`src/rtl/decode_pkg.sv`:
```
// Shared decode definitions: opcode/funct constants, ALU encodings and the
// control bundle carried from the decoder into the stage output register.
package decode_pkg;

  localparam logic [5:0] OP_RTYPE = 6'b000000;
  localparam logic [5:0] OP_ADDI  = 6'b001000;
  localparam logic [5:0] OP_ANDI  = 6'b001100;
  localparam logic [5:0] OP_ORI   = 6'b001101;
  localparam logic [5:0] OP_LW    = 6'b100011;
  localparam logic [5:0] OP_SW    = 6'b101011;
  localparam logic [5:0] OP_BEQ   = 6'b000100;

  localparam logic [5:0] FN_ADD = 6'b100000;
  localparam logic [5:0] FN_SUB = 6'b100010;
  localparam logic [5:0] FN_AND = 6'b100100;
  localparam logic [5:0] FN_OR  = 6'b100101;
  localparam logic [5:0] FN_SLT = 6'b101010;

  typedef enum logic [2:0] {
    ALU_ADD = 3'b000,
    ALU_SUB = 3'b001,
    ALU_AND = 3'b010,
    ALU_OR  = 3'b011,
    ALU_SLT = 3'b100
  } alu_op_e;

  typedef struct packed {
    alu_op_e alu_op;
    logic    alu_src;
    logic    reg_write;
    logic    mem_write;
    logic    mem_to_reg;
    logic    branch;
    logic    illegal;
    logic    reads_rt;
  } ctrl_t;

  // Unknown encodings: no side effects, ALU defaults to ADD, reads nothing.
  localparam ctrl_t CTRL_ILLEGAL = '{
    alu_op:     ALU_ADD,
    alu_src:    1'b0,
    reg_write:  1'b0,
    mem_write:  1'b0,
    mem_to_reg: 1'b0,
    branch:     1'b0,
    illegal:    1'b1,
    reads_rt:   1'b0
  };

  // Build a control bundle for a legal instruction.
  function automatic ctrl_t mk_ctrl(input alu_op_e op, input logic src,
                                    input logic rw, input logic mw,
                                    input logic m2r, input logic br,
                                    input logic rrt);
    ctrl_t c;
    c.alu_op     = op;
    c.alu_src    = src;
    c.reg_write  = rw;
    c.mem_write  = mw;
    c.mem_to_reg = m2r;
    c.branch     = br;
    c.illegal    = 1'b0;
    c.reads_rt   = rrt;
    return c;
  endfunction

  // R-type writes rd, everything else writes rt.
  function automatic logic [4:0] dest_sel(input logic [31:0] word);
    return (word[31:26] == OP_RTYPE) ? word[15:11] : word[20:16];
  endfunction

endpackage

```
`src/rtl/decode_ctrl.sv`:
```
// Combinational instruction decoder: register fields, immediate and control.
module decode_ctrl
  import decode_pkg::*;
#(
  parameter int XLEN = 32
) (
  input  logic [31:0]     inst,
  output ctrl_t           ctrl,
  output logic [XLEN-1:0] imm,
  output logic [4:0]      rs,
  output logic [4:0]      rt,
  output logic [4:0]      dest
);

  logic [5:0] opcode;
  logic [5:0] funct;
  logic       zext;
  logic       unused_shamt;

  assign opcode       = inst[31:26];
  assign funct        = inst[5:0];
  assign rs           = inst[25:21];
  assign rt           = inst[20:16];
  assign dest         = dest_sel(inst);
  assign unused_shamt = ^inst[10:6];

  // Translate opcode/funct into the control bundle; writes to $0 are dropped.
  always_comb begin
    ctrl = CTRL_ILLEGAL;
    zext = 1'b0;
    case (opcode)
      OP_RTYPE: begin
        case (funct)
          FN_ADD:  ctrl = mk_ctrl(ALU_ADD, 1'b0, 1'b1, 1'b0, 1'b0, 1'b0, 1'b1);
          FN_SUB:  ctrl = mk_ctrl(ALU_SUB, 1'b0, 1'b1, 1'b0, 1'b0, 1'b0, 1'b1);
          FN_AND:  ctrl = mk_ctrl(ALU_AND, 1'b0, 1'b1, 1'b0, 1'b0, 1'b0, 1'b1);
          FN_OR:   ctrl = mk_ctrl(ALU_OR,  1'b0, 1'b1, 1'b0, 1'b0, 1'b0, 1'b1);
          FN_SLT:  ctrl = mk_ctrl(ALU_SLT, 1'b0, 1'b1, 1'b0, 1'b0, 1'b0, 1'b1);
          default: ctrl = CTRL_ILLEGAL;
        endcase
      end
      OP_ADDI: ctrl = mk_ctrl(ALU_ADD, 1'b1, 1'b1, 1'b0, 1'b0, 1'b0, 1'b0);
      OP_ANDI: begin
        ctrl = mk_ctrl(ALU_AND, 1'b1, 1'b1, 1'b0, 1'b0, 1'b0, 1'b0);
        zext = 1'b1;
      end
      OP_ORI: begin
        ctrl = mk_ctrl(ALU_OR, 1'b1, 1'b1, 1'b0, 1'b0, 1'b0, 1'b0);
        zext = 1'b1;
      end
      OP_LW:   ctrl = mk_ctrl(ALU_ADD, 1'b1, 1'b1, 1'b0, 1'b1, 1'b0, 1'b0);
      OP_SW:   ctrl = mk_ctrl(ALU_ADD, 1'b1, 1'b0, 1'b1, 1'b0, 1'b0, 1'b1);
      OP_BEQ:  ctrl = mk_ctrl(ALU_SUB, 1'b0, 1'b0, 1'b0, 1'b0, 1'b1, 1'b1);
      default: ctrl = CTRL_ILLEGAL;
    endcase
    ctrl.reg_write = ctrl.reg_write & (dest != 5'd0);
  end

  assign imm = zext ? {{(XLEN-16){1'b0}}, inst[15:0]}
                    : {{(XLEN-16){inst[15]}}, inst[15:0]};

endmodule

```
`src/rtl/decode_stage.sv`:
```
// Registered decode stage: handshake, output register, load-use hazard
// bubble, flush and a saturating hazard-stall counter.
module decode_stage
  import decode_pkg::*;
#(
  parameter int XLEN      = 32,
  parameter int CNT_W     = 16,
  parameter bit HAZARD_EN = 1'b1
) (
  input  logic             clk,
  input  logic             rst_n,
  input  logic             in_valid,
  output logic             in_ready,
  input  logic [31:0]      inst,
  input  logic [XLEN-1:0]  in_pc,
  input  logic             flush,
  output logic             out_valid,
  input  logic             out_ready,
  output logic [XLEN-1:0]  out_pc,
  output logic [4:0]       rs,
  output logic [4:0]       rt,
  output logic [4:0]       dest,
  output logic [XLEN-1:0]  imm,
  output logic [2:0]       alu_op,
  output logic             alu_src,
  output logic             reg_write,
  output logic             mem_write,
  output logic             mem_to_reg,
  output logic             branch,
  output logic             illegal,
  output logic [CNT_W-1:0] stall_cnt
);

  ctrl_t           dec_ctrl;
  logic [XLEN-1:0] dec_imm;
  logic [4:0]      dec_rs;
  logic [4:0]      dec_rt;
  logic [4:0]      dec_dest;
  logic            hazard;
  logic            accept;
  logic            stall_inc;

  decode_ctrl #(.XLEN(XLEN)) u_ctrl (
    .inst (inst),
    .ctrl (dec_ctrl),
    .imm  (dec_imm),
    .rs   (dec_rs),
    .rt   (dec_rt),
    .dest (dec_dest)
  );

  // Load-use check: held LW writing a non-zero reg that the offered op reads.
  always_comb begin
    hazard = 1'b0;
    if (HAZARD_EN && out_valid && mem_to_reg && (dest != 5'd0)) begin
      hazard = (!dec_ctrl.illegal && (dec_rs == dest)) ||
               (dec_ctrl.reads_rt && (dec_rt == dest));
    end else begin
      hazard = 1'b0;
    end
  end

  // Reset gates ready so nothing is taken while the stage is held in reset.
  assign in_ready  = rst_n & ~flush & (~out_valid | out_ready) & ~hazard;
  assign accept    = in_valid & in_ready;
  assign stall_inc = in_valid & hazard & ~flush;

  // Output register: flush empties it, acceptance reloads it, a transfer
  // without a replacement empties it, otherwise it holds.
  always_ff @(posedge clk or negedge rst_n) begin
    if (!rst_n) begin
      out_valid  <= 1'b0;
      out_pc     <= '0;
      rs         <= 5'd0;
      rt         <= 5'd0;
      dest       <= 5'd0;
      imm        <= '0;
      alu_op     <= 3'b000;
      alu_src    <= 1'b0;
      reg_write  <= 1'b0;
      mem_write  <= 1'b0;
      mem_to_reg <= 1'b0;
      branch     <= 1'b0;
      illegal    <= 1'b0;
    end else if (flush) begin
      out_valid <= 1'b0;
    end else if (accept) begin
      out_valid  <= 1'b1;
      out_pc     <= in_pc;
      rs         <= dec_rs;
      rt         <= dec_rt;
      dest       <= dec_dest;
      imm        <= dec_imm;
      alu_op     <= dec_ctrl.alu_op;
      alu_src    <= dec_ctrl.alu_src;
      reg_write  <= dec_ctrl.reg_write;
      mem_write  <= dec_ctrl.mem_write;
      mem_to_reg <= dec_ctrl.mem_to_reg;
      branch     <= dec_ctrl.branch;
      illegal    <= dec_ctrl.illegal;
    end else if (out_ready) begin
      out_valid <= 1'b0;
    end
  end

  // Count cycles an offered instruction waits on a load-use hazard; saturate.
  always_ff @(posedge clk or negedge rst_n) begin
    if (!rst_n) begin
      stall_cnt <= '0;
    end else if (stall_inc && (stall_cnt != {CNT_W{1'b1}})) begin
      stall_cnt <= stall_cnt + {{(CNT_W-1){1'b0}}, 1'b1};
    end
  end

endmodule

```
`config.mk`:
```
export PLATFORM = sky130hd
export DESIGN_NAME = decode_stage
export DESIGN_NICKNAME = d
export VERILOG_FILES = /design/src/rtl/decode_pkg.sv /design/src/rtl/decode_ctrl.sv /design/src/rtl/decode_stage.sv
export SDC_FILE = /design/constraint.sdc
export NUM_CORES = 1
export LEC_CHECK = 0
export CORE_MARGIN = 2
export CORE_UTILIZATION = 40
export CTS_BUF_LIST = sky130_fd_sc_hd__clkbuf_4 sky130_fd_sc_hd__clkbuf_8 sky130_fd_sc_hd__clkbuf_16
export CTS_CLUSTER_SIZE = 12
export DETAILED_ROUTE_END_ITERATION = 12
export GPL_TIMING_DRIVEN = 0
export HOLD_SLACK_MARGIN = 0.02
export PLACE_DENSITY = 0.89
export SLEW_MARGIN = 25
export SYNTH_ARGS = -nofsm -noshare
export SYNTH_HDL_FRONTEND = slang
export SYNTH_SLANG_ARGS = --single-unit
```
`constraint.sdc`:
```
create_clock -name clk -period 2 [get_ports clk]
set_clock_uncertainty 0.15 [all_clocks]
set_input_delay 0.2 -clock clk [delete_from_list [all_inputs] [get_ports clk]]
set_output_delay 0.2 -clock clk [all_outputs]
set_load 0.01 [all_outputs]
```
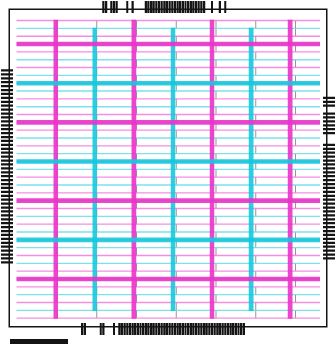
(images/power_grid.png)
The bar under the picture is 20 um long. Pins as bars on the die edge. Tap cells in gray.
- cyan: VDD
- magenta: VSS
- met1 rails: 39
- met5 straps: 7
- met4 straps: 7
- signal pins: 175

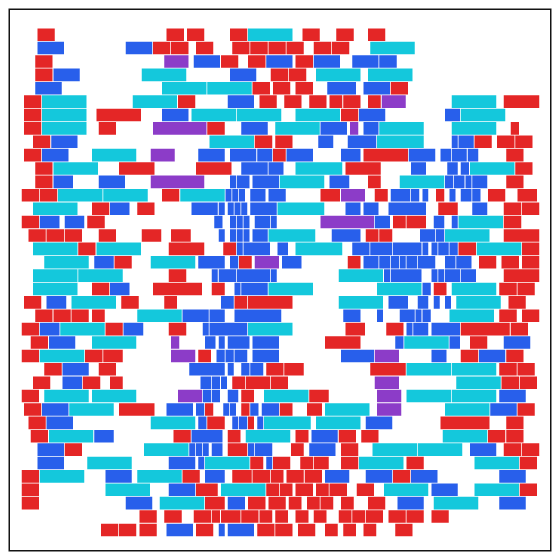
(images/placement_by_type.png)
- red: remaining buffers and delay cells (cells 239; share of their area 35%)
- cyan: sequential cells (cells 90; share of their area 32%)
- purple: clock drivers and dummy loads (cells 16; share of their area 3.5%)
- blue: combinational and other logic (cells 220; share of their area 30%)

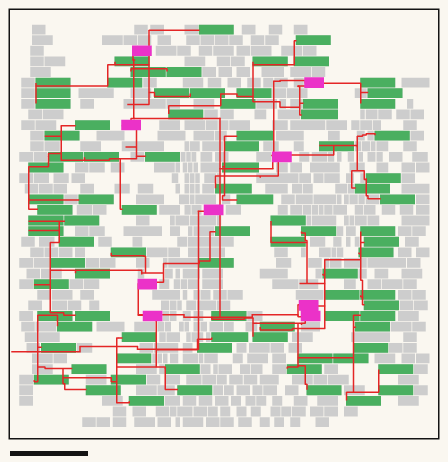
(images/clk_routes.png)
The bar under the picture is 20 um long.
- green: flip-flops (count 90)
- red: clock wires (length 1170 um)
- magenta: clock drivers (count 9)
- routed clock nets: 10
- flops lie: widely spread

==> Implementation_results.wiki <==
=== Synthesis and place and route ===
{| class="wikitable"
! Metric !! Value
|-
| Number of nets in the final layout || 630
|-
| Crit Path Category || in2out
|-
| Syn Inst Count || 336
|-
| Worst Hold Slack || -0.0818 ns
|-
| Post-layout util || 66.7%
|-
| Boundary pin count || 175
|-
| Reg2reg end || imm[7]
|-
| Reported max-cap violation count || 0
|-
| Area share, top type || 50.4%
|-
| Syn nets || 406
|-
| Power density over the cells || 789 mW/mm^2
|-
| Worst Setup Slack, final || -0.409 ns
|-
| Most common cell in the netlist || dfrtp_1
|-
| Maximum clock rate || 415 MHz
|-
| Final sum of negative setup slack || -27.88 ns
|-
| Number of levels in the clock H-tree || 3
|-
| Total detailed-routing wirelength || 12100 um
|-
| TritonCTS clock tree || built
|-
| Number of warning messages in the logs || 31
|-
| R2R Path Start || dest[2]
|-
| Met2 wirelength from detailed routing || 6290 um
|-
| Count of library flops with an enable pin || 0
|-
| Largest registers || out_pc: 32 flops, imm: 17 flops, stall_cnt: 16 flops
|-
| Vias in the first global route || 3571
|-
| DR DRC count || 0
|-
| Setup repair after global routing missed its margin || true
|-
| Setup violators final || 88
|-
| Sequence of cells on the critical path || buf_6 -> or3_1 -> clkbuf_8 -> nor4_4 -> a21boi_4 -> and4_4 -> or2_4 -> a211oi_2 -> buf_2
|-
| DP Wirelength || 8250 um
|-
| Vertical die dimension || 110 um
|-
| Congestion Overflow GR || 0
|-
| Effective utilization at floorplan || 41.1%
|-
| Average detailed-routed wire length per instance || 17.2 um
|-
| Area leader, netlist || dfrtp_1
|-
| Area growth from synthesis to layout || 62.5%
|-
| Mapped cell area || 0.00447 mm^2
|-
| Aggregate global-route resource usage || 19.7%
|-
| Crit. Startpoint || inst[27]
|-
| PortBufs || 173
|-
| Number of storage elements in the synthesis netlist || 90
|-
| Number of diodes added for antenna fixing || 0
|-
| First-pass GRT wire length || 18000 um
|-
| Hold Violations, Final || 68
|-
| Setup slack on the worst flop-to-flop path || -0.35 ns
|-
| Worst hold path class || in2async
|-
| Maximum single-stage delay on the critical path || 0.37 ns
|-
| Uppermost layer routed || met4
|-
| Leakage component of the power || 3.21 nW
|-
| Via count normalized by instance count || 4.97
|-
| Seq/Total Area, Yosys || 50.4%
|-
| Cell type group with the largest total delay on the critical path || simple AND/OR/NAND/NOR gates
|-
| Peak supply drop || 0.499 mV
|-
| Maximum count of clock buffers along a single path || 2
|-
| Chip area from the yosys synthesis statistics || 0.00447 mm^2
|-
| Count of instantiated cells in the yosys netlist || 336
|-
| Top cells by area || dfrtp_1 50%, mux2_4 18%, mux2_2 4.3%, buf_12 3.1%, buf_4 2.7%
|-
| Violations in the final reports || hold timing, setup timing
|-
| DRT iter0 DRCs || 150
|-
| Arrival time of data at the critical path endpoint || 2.06 ns
|-
| Status || complete, but fails checks
|-
| Worst path bufs/invs || 3
|-
| First-pass detailed-route iteration total || 4
|-
| Post-synth top cells || 90 x dfrtp_1, 55 x mux2_4, 30 x nand2_1
|-
| Number of pins exceeding their max-slew limit in the final report || 0
|-
| FF-to-FF path depth || 9
|-
| Crit path launch type || primary input
|-
| Largest fanout on the critical path || 5
|-
| Flip-flop count of the largest register after layout || 32
|-
| Number of antenna violations at the first check in global routing || 0
|-
| Primary FF master, synth || dfrtp_1
|-
| Routed vias || 3505
|-
| Number of cell rows || 38
|-
| Proportion of layout cells with a drive suffix above 1 || 35.0%
|-
| Antenna Violating Nets Remaining || 0
|-
| Data required time of the worst path || 1.65 ns
|-
| Count of different cell masters after synthesis || 48
|-
| Cell with the biggest individual delay on the critical path || or3_1
|}
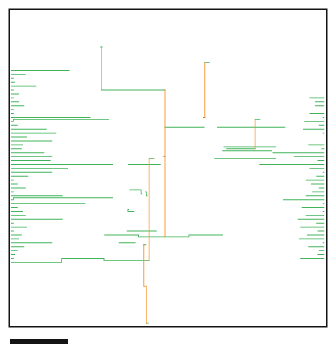
(images/wires.png)
The bar under the picture is 20 um long. Two of the layers only.
- orange: metal 4 (wire length 159 um)
- green: metal 3 (wire length 892 um)

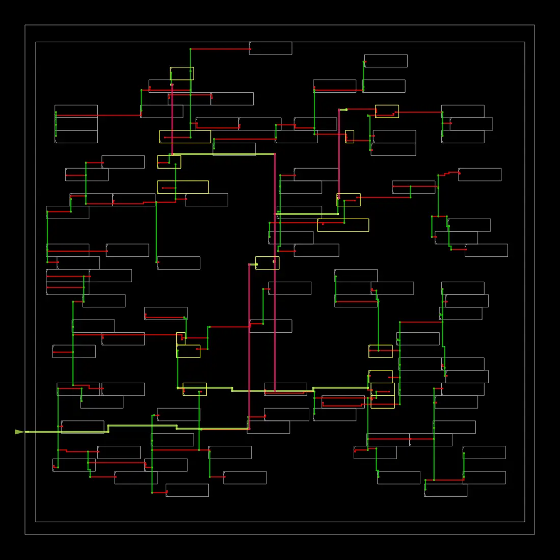
(images/clocks.png)
Clk. pwr: 1.55 mW
worst-skew pair later-pin latency: 0.36 ns
Inserted Clock Buffers: 9

==> final cells by class <==
type | instances | area, um^2
plain buffers | 26 | 293
multi-input cells | 212 | 2080
fillers | 806 | 3620
well taps | 140 | 175
clock inverters | 5 | 100
repair buffers | 213 | 2180
flip-flops and latches | 90 | 2260
inverters | 8 | 30.0
clock buffers | 11 | 151
==> how the worst max path moves through the flow <==
stage               cells after the start   endpoint  slack, ns
floorplan                              10  alu_op[0]      -0.57
global placement                        6     branch      -3.37
detailed placement                      9   in_ready      -1.41
CTS                                     7     imm[7]      -0.40
global route                           12     imm[6]      -0.45
finish                                  9   in_ready      -0.41
==> layer usage <==
| metal | vias up | global-route usage, % |
|---|---|---|
| met5 | - | 0 |
| met4 | 0 | 6.33 |
| met3 | 14 | 6.34 |
| met2 | 123 | 32.3 |
| met1 | 1752 | 24.5 |
| li1 | 1616 | - |
==> worst min-delay path: stages <==
cell and delay [ns]:
buf_6 0.08, buf_12 0.09, buf_12 0.09, buf_12 0.10
buf_16 0.28
==> layout by cell type (no fill, tap or decap), types with 6 or more instances in the layout <==
cell type	netlist	routed
nor3_1	11	8
xnor2_1	12	11
nand2_1	30	29
nand4_1	7	7
buf_6	0	12
inv_1	8	8
mux2_4	55	58
nand3_1	8	8
mux2_2	17	14
clkbuf_8	0	12
xor2_1	12	10
clkdlybuf4s50_1	0	154
nor2_1	14	14
buf_4	16	43
dfrtp_1	90	84
buf_12	7	10
dfrtp_2	0	6
==> logic make-up after synthesis <==
logic type                 after synthesis  synth area share (%)
buffers and inverters                   34                  6.80
muxes                                   76                  23.6
xor gates and xnor gates                24                  4.70
adders and majority gates                1                 0.280
DFF                                     90                  50.4
AOI/OAI and AO/OA                       22                  3.86
and+or+nand+nor                         89                  10.4
==> metrics by stage <==
stage | setup slack [ns] | std cells | total power [mW]
final | -0.409 | 705 | 5.73
after global routing | -0.454 | 705 | 6.00
after CTS | -0.398 | 689 | 5.72
after detailed placement | -1.41 | 650 | 4.08
after global placement | -3.37 | 649 | 4.02
after floorplan | -0.569 | 336 | 3.06
==> timing repair <==
action,CTS,global route
gates cloned,2,4
pin swaps,12,17
buffers inserted,16,12
endpoints found under the hold margin,92,68
resized,56,37
endpoints found under the setup margin,107,92
==> where the power goes <==
part	switching (mW)	internal (mW)	total [mW]
logic	0.640	1.25	1.89
registers	0.200	2.10	2.30
clock network	0.654	0.895	1.55
total	1.49	4.24	5.73
Power and IR drop assume default switching activity.
